### src/rtl/iob_pbus_split_n_pkg.sv
// Shared definitions for the IOB peripheral-bus splitter: FSM state encoding
// and the default read data returned on error responses.
package iob_pbus_split_n_pkg;

  typedef enum logic [1:0] {
    IDLE        = 2'd0,
    WAIT_READY  = 2'd1,
    WAIT_RVALID = 2'd2,
    ERR_RVALID  = 2'd3
  } state_t;

  localparam logic [31:0] ERR_DATA_DEF = 32'hDEADBEEF;

endpackage

### src/rtl/iob_pbus_split_n_tmr.sv
// Wait-state watchdog for the splitter: a down-counter reloaded on clr and
// decremented while en is high; expired flags the terminal count.
module iob_pbus_split_n_tmr #(
  parameter int TIMEOUT = 256
) (
  input  logic clk_i,
  input  logic arst_n_i,
  input  logic cke_i,
  input  logic en,
  input  logic clr,
  output logic expired
);

  localparam int CNT_W = (TIMEOUT > 1) ? $clog2(TIMEOUT) : 1;
  localparam logic [CNT_W-1:0] TC_LOAD = CNT_W'(TIMEOUT - 1);

  logic [CNT_W-1:0] cnt;

  always_ff @(posedge clk_i or negedge arst_n_i) begin
    if (!arst_n_i) begin
      cnt <= '0;
    end else if (cke_i) begin
      if (clr) begin
        cnt <= TC_LOAD;
      end else if (en && (cnt != '0)) begin
        cnt <= cnt - CNT_W'(1);
      end
    end
  end

  // Remaining count reaches zero on the TIMEOUT-th consecutive wait cycle.
  assign expired = en && (cnt == '0);

endmodule

### src/rtl/iob_pbus_split_n.sv
// One-subordinate to N-manager IOB splitter routed by the address MSBs.
// Define IOB_PBUS_SPLIT_N_TIMEOUT_EN to abort stalled transfers after TIMEOUT cycles.
module iob_pbus_split_n
  import iob_pbus_split_n_pkg::*;
#(
  parameter int                N        = 4,
  parameter int                ADDR_W   = 14,
  parameter int                DATA_W   = 32,
  parameter logic [DATA_W-1:0] ERR_DATA = DATA_W'(ERR_DATA_DEF),
  parameter int                TIMEOUT  = 256
) (
  input  logic                                   clk_i,
  input  logic                                   arst_n_i,
  input  logic                                   cke_i,
  input  logic                                   s_iob_valid_i,
  input  logic [ADDR_W-1:0]                      s_iob_addr_i,
  input  logic [DATA_W-1:0]                      s_iob_wdata_i,
  input  logic [DATA_W/8-1:0]                    s_iob_wstrb_i,
  output logic                                   s_iob_ready_o,
  output logic                                   s_iob_rvalid_o,
  output logic [DATA_W-1:0]                      s_iob_rdata_o,
  output logic [N-1:0]                           m_iob_valid_o,
  output logic [N*(ADDR_W-$clog2(N))-1:0]        m_iob_addr_o,
  output logic [N*DATA_W-1:0]                    m_iob_wdata_o,
  output logic [N*DATA_W/8-1:0]                  m_iob_wstrb_o,
  input  logic [N-1:0]                           m_iob_ready_i,
  input  logic [N-1:0]                           m_iob_rvalid_i,
  input  logic [N*DATA_W-1:0]                    m_iob_rdata_i,
  output logic                                   err_o
);

  localparam int SEL_W  = $clog2(N);
  localparam int M_AW   = ADDR_W - SEL_W;
  localparam int STRB_W = DATA_W / 8;

  state_t           state, state_nxt;
  logic [SEL_W-1:0] sel, sel_reg, sel_nxt, port;
  logic             mapped, is_read, tmo;
  logic             fwd, s_ready, s_rvalid, err;
  logic             p_ready, p_rvalid;
  logic [DATA_W-1:0] p_rdata;

  assign sel     = s_iob_addr_i[ADDR_W-1 -: SEL_W];
  assign mapped  = int'(sel) < N;
  assign is_read = ~|s_iob_wstrb_i;
  assign port    = (state == IDLE) ? sel : sel_reg;

`ifdef IOB_PBUS_SPLIT_N_TIMEOUT_EN
  logic in_wait;

  assign in_wait = (state == WAIT_READY) || (state == WAIT_RVALID);

  iob_pbus_split_n_tmr #(
    .TIMEOUT (TIMEOUT)
  ) u_tmr (
    .clk_i    (clk_i),
    .arst_n_i (arst_n_i),
    .cke_i    (cke_i),
    .en       (in_wait),
    .clr      (!in_wait),
    .expired  (tmo)
  );
`else
  assign tmo = 1'b0;
`endif

  // Response-side mux; an unmapped port matches no slice and reads as zero.
  always_comb begin
    p_ready  = 1'b0;
    p_rvalid = 1'b0;
    p_rdata  = '0;
    for (int k = 0; k < N; k++) begin
      if (port == SEL_W'(k)) begin
        p_ready  = m_iob_ready_i[k];
        p_rvalid = m_iob_rvalid_i[k];
        p_rdata  = m_iob_rdata_i[k*DATA_W +: DATA_W];
      end
    end
  end

  always_comb begin
    state_nxt = state;
    sel_nxt   = sel_reg;
    fwd       = 1'b0;
    s_ready   = 1'b0;
    s_rvalid  = 1'b0;
    err       = 1'b0;
    case (state)
      IDLE: begin
        if (!mapped) begin
          s_ready = 1'b1;
          if (s_iob_valid_i) begin
            err = 1'b1;
            if (is_read) state_nxt = ERR_RVALID;
          end
        end else begin
          fwd     = 1'b1;
          s_ready = p_ready;
          if (s_iob_valid_i) begin
            sel_nxt = sel;
            if (!p_ready) begin
              state_nxt = WAIT_READY;
            end else if (is_read) begin
              if (p_rvalid) s_rvalid = 1'b1;
              else          state_nxt = WAIT_RVALID;
            end
          end
        end
      end
      WAIT_READY: begin
        if (tmo) begin
          s_ready   = 1'b1;
          err       = 1'b1;
          state_nxt = (s_iob_valid_i && is_read) ? ERR_RVALID : IDLE;
        end else begin
          fwd     = 1'b1;
          s_ready = p_ready;
          if (s_iob_valid_i && p_ready) begin
            if (!is_read) begin
              state_nxt = IDLE;
            end else if (p_rvalid) begin
              s_rvalid  = 1'b1;
              state_nxt = IDLE;
            end else begin
              state_nxt = WAIT_RVALID;
            end
          end
        end
      end
      WAIT_RVALID: begin
        // A genuine response wins over a same-cycle timeout.
        if (p_rvalid) begin
          s_rvalid  = 1'b1;
          state_nxt = IDLE;
        end else if (tmo) begin
          err       = 1'b1;
          state_nxt = ERR_RVALID;
        end
      end
      ERR_RVALID: begin
        s_rvalid  = 1'b1;
        state_nxt = IDLE;
      end
      default: state_nxt = IDLE;
    endcase
  end

  always_comb begin
    m_iob_valid_o = '0;
    m_iob_addr_o  = '0;
    m_iob_wdata_o = '0;
    m_iob_wstrb_o = '0;
    for (int k = 0; k < N; k++) begin
      if (fwd && (port == SEL_W'(k))) begin
        m_iob_valid_o[k]                  = s_iob_valid_i;
        m_iob_addr_o[k*M_AW +: M_AW]      = s_iob_addr_i[M_AW-1:0];
        m_iob_wdata_o[k*DATA_W +: DATA_W] = s_iob_wdata_i;
        m_iob_wstrb_o[k*STRB_W +: STRB_W] = s_iob_wstrb_i;
      end
    end
  end

  always_ff @(posedge clk_i or negedge arst_n_i) begin
    if (!arst_n_i) begin
      state   <= IDLE;
      sel_reg <= '0;
    end else if (cke_i) begin
      state   <= state_nxt;
      sel_reg <= sel_nxt;
    end
  end

  assign s_iob_ready_o  = arst_n_i && s_ready;
  assign s_iob_rvalid_o = arst_n_i && s_rvalid;
  assign err_o          = arst_n_i && err;
  assign s_iob_rdata_o  = (state == ERR_RVALID) ? ERR_DATA : p_rdata;

endmodule

### config.mk
export PLATFORM = sky130hd
export DESIGN_NAME = iob_pbus_split_n
export DESIGN_NICKNAME = d
export VERILOG_FILES = /design/src/rtl/iob_pbus_split_n_pkg.sv /design/src/rtl/iob_pbus_split_n_tmr.sv /design/src/rtl/iob_pbus_split_n.sv
export SDC_FILE = /design/constraint.sdc
export NUM_CORES = 1
export LEC_CHECK = 0
export CORE_AREA = 2 2 161 163
export DETAILED_ROUTE_END_ITERATION = 10
export DIE_AREA = 0 0 163 165
export PLACE_DENSITY = 0.55
export RECOVER_POWER = 25
export SLEW_MARGIN = 15
export SYNTH_ARGS = -nofsm -noshare
export SYNTH_HDL_FRONTEND = slang
export SYNTH_SLANG_ARGS = --single-unit
### constraint.sdc
create_clock -name clk_i -period 3.5 [get_ports clk_i]
set_input_delay 0.7 -clock clk_i [delete_from_list [all_inputs] [get_ports clk_i]]
set_output_delay 0.7 -clock clk_i [all_outputs]
set_load 0.05 [all_outputs]
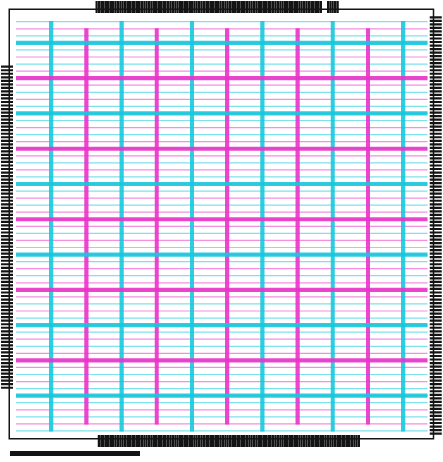
(images/pdn.png)
Scale bar: 50 um. Pins as bars on the die edge.
Key: magenta = VDD; cyan = VSS
421 signal pins sit on the boundary. 11 straps on met5. 59 met1 rails follow the rows. 11 straps on met4. The core has 58 rows.

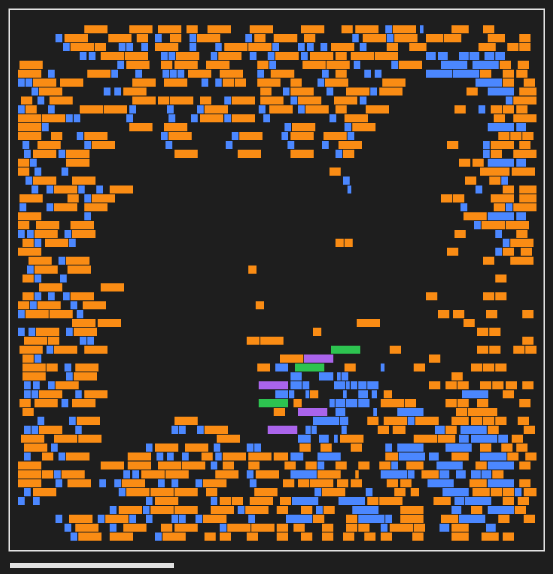
(images/cell_classes.png)
Scale bar: 50 um.
Key: purple = flip-flops [cells 4, share of their area 1.1%]; orange = other buffers and delay cells [cells 439, share of their area 71%]; blue = all other logic [cells 298, share of their area 27%]; green = cells driving clock nets [cells 3, share of their area 0.81%]

-- final timing paths --
| kind | startpoint | end | slack (ns) |
|---|---|---|---|
| worst max-delay path | s_iob_addr_i[13] | m_iob_wdata_o[11] | 0.19 |
| worst min register to register | sel_reg[0] | sel_reg[0] | 0.51 |
| worst min-delay path | sel_reg[0] | sel_reg[0] | 0.51 |
| min in group asynchronous | arst_n_i | state[1] | 0.81 |
| max in group asynchronous | arst_n_i | sel_reg[1] | 2.45 |
| worst max register to register | state[0] | state[1] | 1.15 |
-- where the power goes --
group / total, mW / leakage, nW / switching, mW / internal (mW)
clock network: 0.180 / 0.0370 / 0.0342 / 0.146
registers: 0.0813 / 0.0491 / 0.0172 / 0.0641
logic: 9.50 / 3.77 / 5.07 / 4.43
total: 9.76 / 3.86 / 5.12 / 4.64
==> run_results.csv <==
group,metric,value,unit
run_status,status,"finished clean",
final_layout,buf_share,68.2,%
floorplanning,pin_count,421,
detailed_routing,via_count,4161,
clocking,cts_tree,"yes",
global_routing,grt_pass1_vias,4312,
final_layout,seq-cell-share,1.03,%
final_layout,comb_cells,295,
detailed_routing,wire_per_inst,19.5,um
clocking,cts-root-buf,"clkbuf_16",
clocking,cts_hold_buf,0,
detailed_routing,drt-initial-drc-count,233,
synthesis,synth_top_flop_cell,"dfrtp_1",
synthesis,xor_area_share,0,%
place,port_buffers,419,
final_layout,antennaDiodeCount,2,
final_layout,top_area_cell_class,"non-clock buffers",
global_routing,gr-usage-met2,27.6,%
global_routing,grt_usage,14.4,%
synthesis,simple_gate_share,57.5,%
final_timing,post-route-min-period,3.31,ns
synthesis,ys_seq_elements,4,
final_layout,logic_area,2490,um^2
place,place_area,9360,um^2
final_timing,rsz0062_at_grt,"no",
final_layout,final_area,9720,um^2
floorplanning,die_h,165,um
final_timing,hold_viol_final,0,
synthesis,synth_chip_area,2660,um^2
final_layout,area_growth,266,%
floorplanning,core,25000,um^2
setup_path,cp.arrival,2.61,ns
detailed_routing,drt-total-wl,20900,um
power_and_ir_drop,max-vdd-ir-drop,0.000486,V
synthesis,top_cells_by_count,"and2_1, mux4_2, or2_2, clkbuf_1, nor2b_1",
final_layout,sh_comb_area,25.6,%
final_timing,finalSetupViolCount,0,
final_layout,nets,936,
synthesis,top_area_share,46.1,%
place,place.gp.congestion,0.831,
synthesis,ys_types,34,
setup_path,cp_max_fo,28,
final_layout,n_fill_cell,2428,
setup_path,crit_path_top_delay_cell,"clkdlybuf4s50_1",
synthesis,ys_cells,334,
synthesis,yosys.area.top_type,"and2_1",
final_layout,ff_count,4,
power_and_ir_drop,leakage,3.86,nW
floorplanning,fp_util,10.6,%
synthesis,topCellsByArea,"and2_1, mux4_2, or2_2, dfrtp_1, clkbuf_1",
final_timing,tightest_slew,0.629,ns
detailed_routing,met3_wirelength,2090,um
power_and_ir_drop,finalPower,9.76,mW
final_layout,drive_gt1_share,43.0,%
detailed_routing,wl_met1,7300,um
synthesis,top_cell,"and2_1",
setup_path,crit_path_end_kind,"output port",
power_and_ir_drop,power_density,1000,nW/um^2
place,hpwl,17800,um
final_timing,fmax,302,MHz
clocking,cts_sinks,4,
setup_path,critPathKind,"in2out",
setup_path,r2r_cells,5,
final_timing,fin_skew,0.00212,ns
clocking,cts_buffers,3,
global_routing,grt_use_met3,4.92,%
detailed_routing,highest_layer,"met5",
detailed_routing,via_per_inst,3.87,
synthesis,syn_area_per_cell,7.96,um^2
clocking,cts_setup_buffers,0,
global_routing,grt_max_degree,30,
setup_path,cp_num_buf_inv,4,
floorplanning,chipArea,26900,um^2
global_routing,top_usage_layer,"met2",
synthesis,ys_seq_share,3.76,%
final_timing,finalSetupTns,0,ns
final_timing,slew_viol_final,0,
floorplanning,num_rows,58,
place,dp_cells,1068,
synthesis,synthTopLogicFamily,"simple AND/OR/NAND/NOR gates",
final_layout,inv_count,3,
clocking,cts_resized,23,
setup_path,path_cells,"clkdlybuf4s50_1 > mux2_2 > buf_12 > nor3_2 > buf_4 > and2_1 > buf_12",
synthesis,edf_count,0,
detailed_routing,dr_wl_met2,11300,um
detailed_routing,drt-pass1-iter-count,4,
final_layout,mostFrequentLayoutCell,"buf_12",
final_layout,lay_top_cells,"buf_12, clkdlybuf4s50_1, and2_1, and2_0, mux4_2",
final_timing,maxSlewHeadroom,58.0,%
setup_path,worst-endpoint-required,2.80,ns
synthesis,netlist_area,2660,um^2
detailed_routing,drtAntennaViolNets,0,
final_timing,setup_slack,0.193,ns
synthesis,ys_sh_aoi,2.96,%
Power and IR drop assume default switching activity.
